Design vga_pattern_gen_flat, sky130hd; sources not shown.
Figure 1. Cell classes on the final placement.
Fill, decap, tap and diode cells in grey.
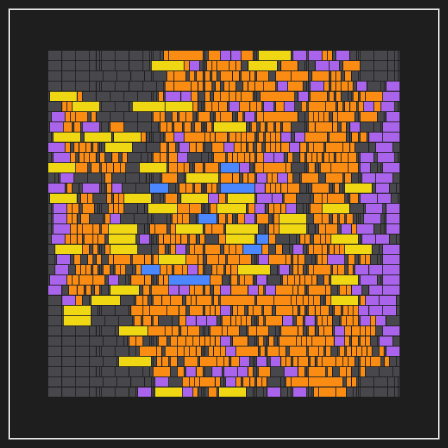
Blue stands for clock drivers and dummy loads, cells 8, share of their area 2.3%. Orange stands for remaining logic cells, cells 603, share of their area 59%. Yellow stands for sequential cells, cells 46, share of their area 16%. Purple stands for remaining buffers and delay cells, cells 142, share of their area 23%.
core area: 0.00868 mm2
Seq/total area: 16.1%
Final Cell Area: 0.00597 mm2
Post-Route Utilization: 68.7%
# rows: 34

Figure 2. Sequential cells coloured by netlist name.
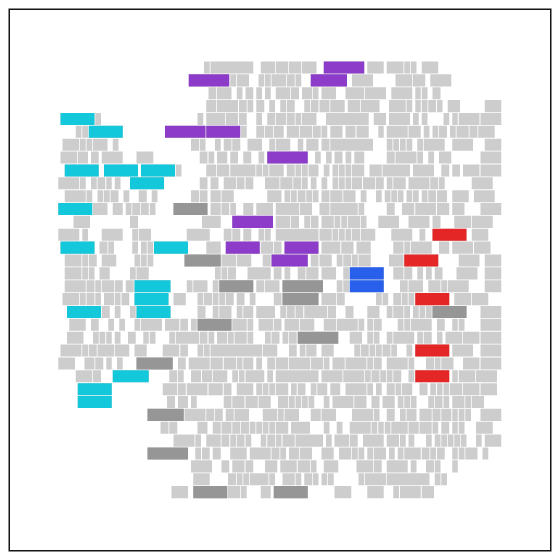
Purple stands for u_core.u_box_y.pos, flops 10. Cyan stands for u_core.pix_if.frame_cnt, flops 16. Red stands for u_core.r_rgb, flops 5, where right middle. Blue stands for u_core.pix_if.mode_act, flops 2.
FF/Latch Area: 961 um2
Seq. pwr: 1.10 mW

Figure 3. Placed standard cells.
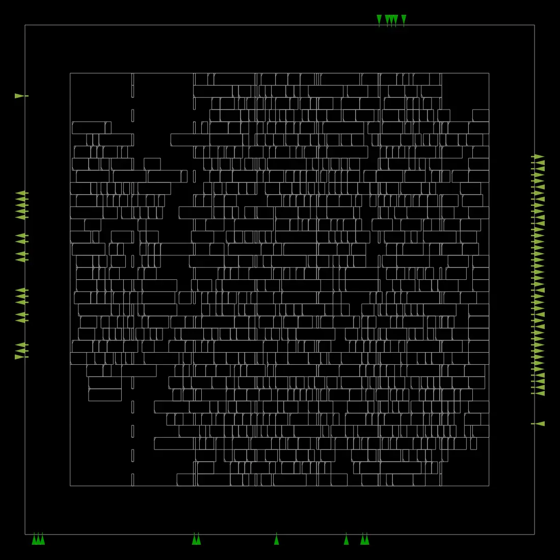
n_taps: 108
Filler cells: 694
post-route insts no fill: 907

Figure 4. Signal metal coverage by tile.
Bar = 20 um. 23 x 23 tiles, from black (low) to pale yellow (high), scaled to the fullest tile. Values are wire area over tile area, all layers added.
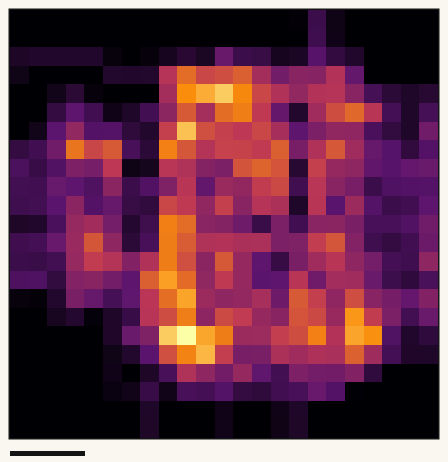
The fullest tile reaches 0.65. The mean over all tiles is 0.16. 26% of the tiles are nearly empty.
average routed wire per standard cell: 14.4 um
DR vias: 4880
Total Wirelength: 13.0 mm

Figure 5. A small window of the routed layout.
Bar = 20 um. Region (4, 4) to (54, 54) um. Cells in grey, sequential cells in the stronger grey; small squares are vias.
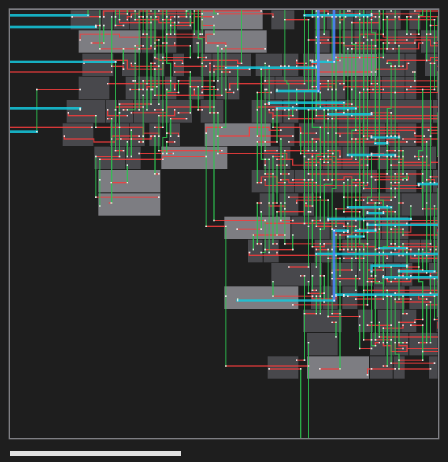
Red stands for M1. Green stands for M2. Cyan stands for M3. Blue stands for M4.
147 logic cells have their middle in the window. Most frequent: nand2_1 (20). Sequential cells in the window: 11.

==> reports/results.ini <==
[grt]
grt_pass1_wl_mm = 21.1
grtUsageTotal_pct = 18.9
grt_pass1_vias = 4670
grt_antenna_before_repair = 0

[yosys]
async_reset_ff_share_pct = 0
fp_nets = 760
syn_inst = 685
ys_warn_count = 0
netlist.area_leader.share_pct = 21.2
synth_flops = 46

[detailed_routing]
vias_per_cell = 5.38
drc = 0
ant_nets = 0

[min_path]
hold_class = reg2reg

[power_and_ir_drop]
power_switching_share_pct = 36.2
p_leak_nw = 3.23
p_sw_mw = 1.15
ir_worst_vdd_v = 0.000284

[sta]
slew_headroom_pct = 69.2
setup_viol = 2
finalHoldViolCount = 0
fin_crit_sh_pct = 104
timing.final.ws_setup_ns = -0.0752
fin_skew_ns = 0.00936
fin_crit_ns = 1.98

[critical_path]
cpMaxStageDelayCell = dfxtp_4
start_kind = flip-flop
path_max_fanout = 5
crit_path_end_kind = flip-flop
arrival_ns = 2.18
r2r_slack_ns = -0.08

[outcome]
failed_checks = setup timing
status = complete, but fails checks

[cts]
cts_num_sinks = 46
cts_htree_levels = 2
cts_root_buf = clkbuf_8
clk_pin_slew_ns = 0.10

[job]
warning_count = 41

[layout]
n_antenna_cell = 0
drive_gt1_share_pct = 20.8
area_growth_pct = 37.3

[floorplan]
pin_count = 73

-- metal layers --
metal | GRT usage [%] | share of wire (%) | vias to the layer above
met5 | 0 | 0 | -
met2 | 32.5 | 48 | 191
met3 | 3.93 | 6.6 | 23
met4 | 5.10 | 1.4 | 0
met1 | 23.1 | 44 | 2231
li1 | - | - | 2435
-- Yosys cell counts (3+ instances only) --
library cell,number
nand2_1,153
inv_1,81
nor2_1,72
a21oi_1,60
dfxtp_1,46
ha_1,45
o21ai_0,45
nand3_1,43
xor2_1,29
buf_4,25
nand4_1,15
nor3_1,10
clkbuf_1,7
inv_2,7
nand2_2,6
xnor2_1,5
o21ai_1,4
buf_2,3
nor2_2,3
nor3_2,3
-- through the flow --
step	instances	setup slack (ns)	hold WS (ns)
final	907	-0.0752	0.518
after detailed placement	887	-0.130	0.505
after global routing	907	-0.232	0.549
after floorplan	685	0.0811	0.397
after global placement	887	-0.0805	0.482
after CTS	895	-0.108	0.518
-- power groups by stage --
stage               Clock (mW)  Sequential [mW]  Combinational (mW)
finish                   0.844             1.10                1.22
CTS                      0.869             1.08                1.09
global route             0.897             1.11                1.37
detailed placement           0             1.10                1.08
global placement             0             1.10                1.04
floorplan                    0             1.10               0.708
-- final cells by class --
class / instances / area share [%]
clock buffers: 6 / 1.57
repair buffers: 142 / 22.0
flip-flops and latches: 46 / 16.1
well taps: 108 / 2.27
clock inverters: 2 / 0.650
inverters: 90 / 5.79
multi-input cells: 513 / 51.6
-- critical path: cells and delay by family (launching register included) --
kind,cells,cell delay (ns)
DFF,1,0.40
AOI/OAI and AO/OA,1,0.06
adders and majority gates,2,0.54
and+or+nand+nor,6,0.51
buffers and inverters,4,0.36
-- cell families after synthesis --
kind of cell	share of synthesized area, %
AOI/OAI and AO/OA	14.6
xor gates and xnor gates	6.85
adders and majority gates	13.0
buffers and inverters	13.1
DFF	21.2
and+or+nand+nor	31.3
Power and IR drop assume default switching activity.
